### config.mk
export PLATFORM = sky130hd
export DESIGN_NAME = uart_tx_frame_scheduler
export DESIGN_NICKNAME = d
export VERILOG_FILES = /design/src/rtl/uart_tx_sched_pkg.sv /design/src/rtl/uart_tx_rr_arbiter.sv /design/src/rtl/uart_tx_frame_scheduler.sv
export SDC_FILE = /design/constraint.sdc
export NUM_CORES = 1
export LEC_CHECK = 0
export CELL_PAD_IN_SITES_DETAIL_PLACEMENT = 1
export CELL_PAD_IN_SITES_GLOBAL_PLACEMENT = 1
export CORE_ASPECT_RATIO = 1.25
export CORE_UTILIZATION = 39
export CTS_CLUSTER_SIZE = 30
export DETAILED_ROUTE_END_ITERATION = 8
export PLACE_DENSITY_LB_ADDON = 0.1
export SETUP_SLACK_MARGIN = 0.4
export SKIP_CTS_REPAIR_TIMING = 1
export SLEW_MARGIN = 0
export SYNTH_ARGS = -nofsm -noshare
export SYNTH_HDL_FRONTEND = slang
export SYNTH_SLANG_ARGS = --single-unit
### constraint.sdc
create_clock -name clk -period 6.2 [get_ports clk]
set_clock_uncertainty 0.15 [all_clocks]
set_input_delay 0.62 -clock clk [delete_from_list [all_inputs] [get_ports clk]]
set_output_delay 0.62 -clock clk [all_outputs]
set_load 0.01 [all_outputs]
### src/rtl/uart_tx_sched_pkg.sv
// Shared types and width helpers for the UART TX frame scheduler.
// Optional feature macro: UART_TX_SCHED_SOURCE_HEADER_EN (see uart_tx_frame_scheduler.sv).
package uart_tx_sched_pkg;

    typedef enum logic [2:0] {
        StIdle,
        StHeader,
        StFetch,
        StSend,
        StWaitAccept,
        StWaitDone,
        StDone,
        StGap
    } sched_state_e;

    // Index width for a buffer of max_length elements (at least 1 bit).
    function automatic int unsigned idx_width(input int unsigned max_length);
        return (max_length > 1) ? $clog2(max_length) : 1;
    endfunction

    // Length must hold the value max_length itself, hence one extra bit.
    function automatic int unsigned len_width(input int unsigned max_length);
        return idx_width(max_length) + 1;
    endfunction

    function automatic int unsigned id_width(input int unsigned num);
        return (num > 1) ? $clog2(num) : 1;
    endfunction

endpackage

### src/rtl/uart_tx_rr_arbiter.sv
// Combinational round-robin picker: first asserted request at or after the pointer, wrapping.
module uart_tx_rr_arbiter
    import uart_tx_sched_pkg::*;
#(
    parameter int unsigned N    = 4,
    parameter int unsigned ID_W = id_width(N)
) (
    input  logic [N-1:0]    i_req,
    input  logic [ID_W-1:0] i_ptr,
    output logic            o_hit,
    output logic [N-1:0]    o_grant,
    output logic [ID_W-1:0] o_idx
);

    logic [ID_W-1:0] w_cand [N];

    always_comb begin
        for (int unsigned i = 0; i < N; i++) begin
            w_cand[i] = ID_W'((32'(i_ptr) + i) % N);
        end
    end

    always_comb begin
        o_hit   = 1'b0;
        o_grant = '0;
        o_idx   = '0;
        for (int unsigned i = 0; i < N; i++) begin
            if (!o_hit && i_req[w_cand[i]]) begin
                o_hit            = 1'b1;
                o_idx            = w_cand[i];
                o_grant[w_cand[i]] = 1'b1;
            end
        end
    end

endmodule

### src/rtl/uart_tx_frame_scheduler.sv
// Round-robin sharing of one byte UART transmitter among NUM_REQUESTERS frame sources.
// Define UART_TX_SCHED_SOURCE_HEADER_EN to prefix every frame with a grant_id header element.
module uart_tx_frame_scheduler
    import uart_tx_sched_pkg::*;
#(
    parameter int unsigned NUM_REQUESTERS = 4,
    parameter int unsigned ELEMENT_WIDTH  = 8,
    parameter int unsigned MAX_LENGTH     = 256,
    parameter int unsigned GAP_WIDTH      = 16,
    parameter int unsigned IDX_W          = idx_width(MAX_LENGTH),
    parameter int unsigned LEN_W          = IDX_W + 1,
    parameter int unsigned ID_W           = id_width(NUM_REQUESTERS)
) (
    input  logic                                         clk,
    input  logic                                         rst,
    input  logic [NUM_REQUESTERS-1:0]                    i_req_valid,
    input  logic [NUM_REQUESTERS-1:0][LEN_W-1:0]         i_req_length,
    output logic [NUM_REQUESTERS-1:0]                    o_req_done,
    output logic [NUM_REQUESTERS-1:0]                    o_rd_sel,
    output logic [IDX_W-1:0]                             o_rd_index,
    input  logic [NUM_REQUESTERS-1:0][ELEMENT_WIDTH-1:0] i_rd_data,
    input  logic [GAP_WIDTH-1:0]                         i_gap_cycles,
    output logic                                         o_byte_tx_en,
    output logic [ELEMENT_WIDTH-1:0]                     o_byte_tx_data,
    input  logic                                         i_byte_tx_ready,
    output logic                                         o_busy,
    output logic [ID_W-1:0]                              o_grant_id
);

    sched_state_e               r_state, w_state_d;
    logic [ID_W-1:0]            r_ptr, w_ptr_d;
    logic [ID_W-1:0]            r_grant_id, w_grant_id_d;
    logic [NUM_REQUESTERS-1:0]  r_rd_sel, w_rd_sel_d;
    logic [IDX_W-1:0]           r_rd_index, w_rd_index_d;
    logic [LEN_W-1:0]           r_len, w_len_d;
    logic [GAP_WIDTH-1:0]       r_gap_len, w_gap_len_d;
    logic [GAP_WIDTH-1:0]       r_gap_cnt, w_gap_cnt_d;
    logic                       r_busy, w_busy_d;
    logic                       r_tx_en, w_tx_en_d;
    logic [ELEMENT_WIDTH-1:0]   r_tx_data, w_tx_data_d;
    logic [NUM_REQUESTERS-1:0]  r_req_done, w_req_done_d;
`ifdef UART_TX_SCHED_SOURCE_HEADER_EN
    logic                       r_hdr, w_hdr_d;
`endif

    logic                       w_hit;
    logic [NUM_REQUESTERS-1:0]  w_arb_onehot;
    logic [ID_W-1:0]            w_arb_idx;
    logic [LEN_W-1:0]           w_req_len;
    logic [LEN_W-1:0]           w_req_len_clamped;
    logic                       w_last_elem;

    uart_tx_rr_arbiter #(
        .N    (NUM_REQUESTERS),
        .ID_W (ID_W)
    ) u_arbiter (
        .i_req   (i_req_valid),
        .i_ptr   (r_ptr),
        .o_hit   (w_hit),
        .o_grant (w_arb_onehot),
        .o_idx   (w_arb_idx)
    );

    assign w_req_len         = i_req_length[w_arb_idx];
    assign w_req_len_clamped = (w_req_len > LEN_W'(MAX_LENGTH)) ? LEN_W'(MAX_LENGTH) : w_req_len;
    assign w_last_elem       = (LEN_W'(r_rd_index) + LEN_W'(1)) == r_len;

    always_comb begin
        w_state_d    = r_state;
        w_ptr_d      = r_ptr;
        w_grant_id_d = r_grant_id;
        w_rd_sel_d   = r_rd_sel;
        w_rd_index_d = r_rd_index;
        w_len_d      = r_len;
        w_gap_len_d  = r_gap_len;
        w_gap_cnt_d  = r_gap_cnt;
        w_busy_d     = r_busy;
        w_tx_en_d    = 1'b0;
        w_tx_data_d  = r_tx_data;
        w_req_done_d = '0;
`ifdef UART_TX_SCHED_SOURCE_HEADER_EN
        w_hdr_d      = r_hdr;
`endif

        unique case (r_state)
            StIdle: begin
                if (w_hit) begin
                    w_grant_id_d = w_arb_idx;
                    w_rd_sel_d   = w_arb_onehot;
                    w_busy_d     = 1'b1;
                    w_rd_index_d = '0;
                    w_len_d      = w_req_len_clamped;
                    w_gap_len_d  = i_gap_cycles;
`ifdef UART_TX_SCHED_SOURCE_HEADER_EN
                    w_hdr_d      = 1'b1;
                    w_state_d    = StHeader;
`else
                    w_state_d    = (w_req_len_clamped == '0) ? StDone : StFetch;
`endif
                end
            end
`ifdef UART_TX_SCHED_SOURCE_HEADER_EN
            StHeader: begin
                if (i_byte_tx_ready) begin
                    w_tx_en_d   = 1'b1;
                    w_tx_data_d = ELEMENT_WIDTH'(r_grant_id);
                    w_state_d   = StWaitAccept;
                end
            end
`endif
            StFetch: begin
                w_state_d = StSend;
            end
            StSend: begin
                if (i_byte_tx_ready) begin
                    w_tx_en_d   = 1'b1;
                    w_tx_data_d = i_rd_data[r_grant_id];
                    w_state_d   = StWaitAccept;
                end
            end
            StWaitAccept: begin
                if (!i_byte_tx_ready) begin
                    w_state_d = StWaitDone;
                end
            end
            StWaitDone: begin
                if (i_byte_tx_ready) begin
`ifdef UART_TX_SCHED_SOURCE_HEADER_EN
                    if (r_hdr) begin
                        w_hdr_d   = 1'b0;
                        w_state_d = (r_len == '0) ? StDone : StFetch;
                    end else if (w_last_elem) begin
                        w_state_d = StDone;
                    end else begin
                        w_rd_index_d = r_rd_index + IDX_W'(1);
                        w_state_d    = StFetch;
                    end
`else
                    if (w_last_elem) begin
                        w_state_d = StDone;
                    end else begin
                        w_rd_index_d = r_rd_index + IDX_W'(1);
                        w_state_d    = StFetch;
                    end
`endif
                end
            end
            StDone: begin
                w_ptr_d = (r_grant_id == ID_W'(NUM_REQUESTERS - 1)) ? '0 : r_grant_id + ID_W'(1);
                if (r_gap_len == '0) begin
                    w_busy_d   = 1'b0;
                    w_rd_sel_d = '0;
                    w_state_d  = StIdle;
                end else begin
                    w_gap_cnt_d = r_gap_len;
                    w_state_d   = StGap;
                end
            end
            StGap: begin
                // Counter was loaded with the gap length, so leaving at 1 gives exactly that many cycles.
                if (r_gap_cnt <= GAP_WIDTH'(1)) begin
                    w_gap_cnt_d = '0;
                    w_busy_d    = 1'b0;
                    w_rd_sel_d  = '0;
                    w_state_d   = StIdle;
                end else begin
                    w_gap_cnt_d = r_gap_cnt - GAP_WIDTH'(1);
                end
            end
            default: begin
                w_state_d = StIdle;
            end
        endcase

        // DONE always lasts one cycle, so this yields a single-cycle pulse.
        if (w_state_d == StDone) begin
            w_req_done_d = w_rd_sel_d;
        end
    end

    always_ff @(posedge clk) begin
        if (rst) begin
            r_state    <= StIdle;
            r_ptr      <= '0;
            r_grant_id <= '0;
            r_rd_sel   <= '0;
            r_rd_index <= '0;
            r_len      <= '0;
            r_gap_len  <= '0;
            r_gap_cnt  <= '0;
            r_busy     <= 1'b0;
            r_tx_en    <= 1'b0;
            r_tx_data  <= '0;
            r_req_done <= '0;
`ifdef UART_TX_SCHED_SOURCE_HEADER_EN
            r_hdr      <= 1'b0;
`endif
        end else begin
            r_state    <= w_state_d;
            r_ptr      <= w_ptr_d;
            r_grant_id <= w_grant_id_d;
            r_rd_sel   <= w_rd_sel_d;
            r_rd_index <= w_rd_index_d;
            r_len      <= w_len_d;
            r_gap_len  <= w_gap_len_d;
            r_gap_cnt  <= w_gap_cnt_d;
            r_busy     <= w_busy_d;
            r_tx_en    <= w_tx_en_d;
            r_tx_data  <= w_tx_data_d;
            r_req_done <= w_req_done_d;
`ifdef UART_TX_SCHED_SOURCE_HEADER_EN
            r_hdr      <= w_hdr_d;
`endif
        end
    end

    assign o_req_done     = r_req_done;
    assign o_rd_sel       = r_rd_sel;
    assign o_rd_index     = r_rd_index;
    assign o_byte_tx_en   = r_tx_en;
    assign o_byte_tx_data = r_tx_data;
    assign o_busy         = r_busy;
    assign o_grant_id     = r_grant_id;

endmodule

==> reports/results.tsv <==
stage	metric	value	unit
floorplanning	fp.dieH	122	um
floorplanning	die_x	98.0	um
power	comb_power_share	0.198	
run_status	status	complete, but fails checks	
clock_tree	clk_latency	0.33	ns
worst_setup_path	critical_path_required	6.32	ns
worst_setup_path	critical_path.max_fanout	16	
flow_run	log.warning_count	34	
yosys	synth.most_common_cell	nand2_1	
yosys	top_area_frac	0.330	
clock_tree	clk_pin_slew	0.06	ns
sta	slew_headroom	0.309	
clock_tree	root_buffer	clkbuf_16	
clock_tree	cts_buffers	9	
sta	period_used_share	0.743	
final_layout	nets	751	
power	p_switching	389	uW
run_status	violations	DRC	
worst_setup_path	reg2reg_slack	1.60	ns
yosys	ys_area	4490	sq um
yosys	ys_ff	74	
grt	antenna_found_initial	0	
yosys	postSynthSeqShare	0.330	
worst_setup_path	cpLargestDelayFamily	AND-OR/OR-AND gates	
placed_design	dpl.hpwl	10.6	mm
route	drcViolationCount	6	
worst_setup_path	worstSetupEndpointType	register	
yosys	synthTopCellsByCount	82 x nand2_1, 74 x dfxtp_1, 63 x nor2_1	
route	dr.first_iter.drc_count	173	
sta	tightest_slew	1.01	ns
worst_setup_path	r2r-start	r_ptr[0]	
yosys	yosysWarnings	0	
yosys	syn_inst	549	
power	p_leak	2.16	nW
floorplanning	num_rows	43	
power	pg_clk	648	uW
yosys	topCellsByArea	dfxtp_1 33%, nand2_1 6.9%, a21oi_1 6.8%, mux4_2 6.5%, nor2_1 5.3%	
sta	setup_violations	0	
power	p_per_area	244	nW/um^2
power	power.share.clock	0.436	
clock_tree	clock-sinks	74	
worst_setup_path	cp-start-kind	register	
power	top_power_group	clock	
clock_tree	ctsHtreeMaxLevel	3	
worst_setup_path	cp_slowest_cell	o31ai_2	
power	intPower	1.10	mW
yosys	syn_avg_cell_area	8.17	sq um
yosys	synth.distinct_cells	59	
grt	grt_pass1_vias	4856	
sta	tns	0	ns
sta	rsz0062_at_grt	no	
grt	grt_first_pass_wirelength	23.8	mm
route	wl_per_cell	18.6	um
yosys	edf_count	0	
yosys	ys_async_sr_fraction	0	
sta	timing.fmax	217	MHz
worst_setup_path	cpMostUsedCell	nor2_1	
final_layout	diodes	0	
power	seq_cell_power	542	uW
final_layout	largestRegisters	r_gap_cnt: 16 flops, r_gap_len: 16 flops, r_len: 9 flops	
placed_design	gp_congestion	0.809	
route	first_pass_iters	6	
-- per-stage QoR --
| step | hold WS [ns] | instances | utilization | worst slack (ns) | power [mW] |
|---|---|---|---|---|---|
| after floorplan | 0.282 | 549 | - | 2.77 | 0.717 |
| after global placement | 0.293 | 772 | 0.512 | 1.80 | 0.836 |
| after detailed placement | 0.304 | 772 | 0.512 | 1.55 | 0.846 |
| after CTS | 0.314 | 788 | 0.545 | 1.54 | 1.50 |
| after global routing | 0.325 | 788 | 0.545 | 1.24 | 1.55 |
| final | 0.311 | 788 | 0.545 | 1.60 | 1.48 |
-- cell type report --
| class | count | area [sq um] |
|---|---|---|
| Inverter | 8 | 30.0 |
| Sequential cell | 74 | 1480 |
| Fill cell | 1322 | 5060 |
| Timing Repair Buffer | 121 | 1200 |
| Multi-Input combinational cell | 434 | 2830 |
| Tap cell | 135 | 169 |
| Clock inverter | 5 | 125 |
| Clock buffer | 11 | 243 |
-- worst min-delay path, stage by stage (launching register included) --
cell	delay (ns)
dfxtp_1	0.31
nand2_1	0.05
a21oi_1	0.05
-- path summary, 6_finish.rpt --
path	end	depth (start not counted)
worst max register to register	o_req_done[0]	9
worst max-delay path	o_req_done[0]	9
worst min register to register	o_byte_tx_data[4]	2
worst min-delay path	o_byte_tx_data[4]	2
-- kinds of logic after synthesis --
kind of cell	share of synthesized area
xor gates and xnor gates	0.0354
muxes	0.104
and+or+nand+nor	0.235
buffers and inverters	0.0399
AOI/OAI and AO/OA	0.222
DFF	0.330
adders and majority gates	0.0335
-- metal layers --
layer,part of all wire,global-route usage,vias up
li1,-,-,2200
met1,0.40,0.282,2231
met2,0.54,0.481,90
met3,0.031,0.0344,18
met4,0.021,0.0871,0
met5,0,0,-
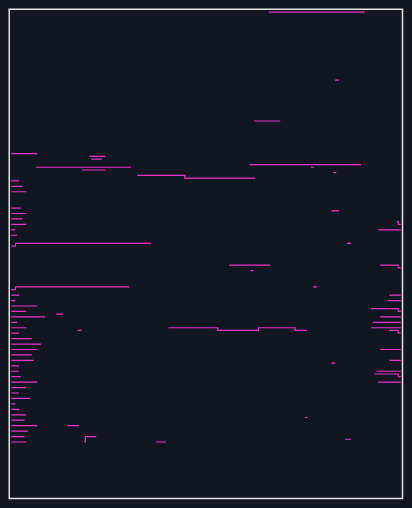
(the metal 3 layer)
Drawn at 4 px/um.
nets with wire on the layer: 70
main direction: horizontal
met3 Use GR: 0.0344
Vias: 4539
Post-Route WL: 14.7 mm

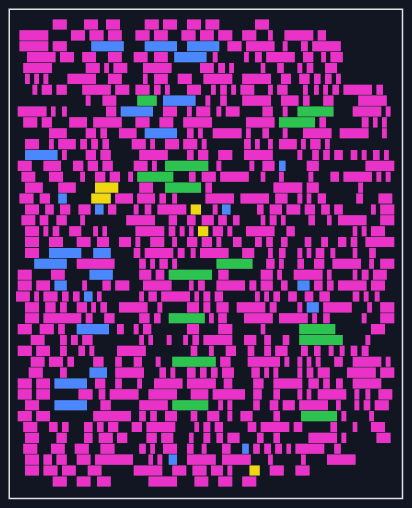
(cells by drive strength)
Drawn at 4 px/um.
| size | colour | cells | most used |
|---|---|---|---|
| _0 and _1 cells | magenta | 608 | clkdlybuf4s50_1 |
| _3 and _4 cells | yellow | 5 | buf_4 |
| _6 and larger | green | 14 | clkbuf_16 |
| _2 cells | blue | 26 | mux4_2 |
Area Growth Syn to Fin: 35.3%
design area: 6070 sq um
layout buffer count excluding clock buffers: 121

Power is estimated from default activity; no workload was simulated.
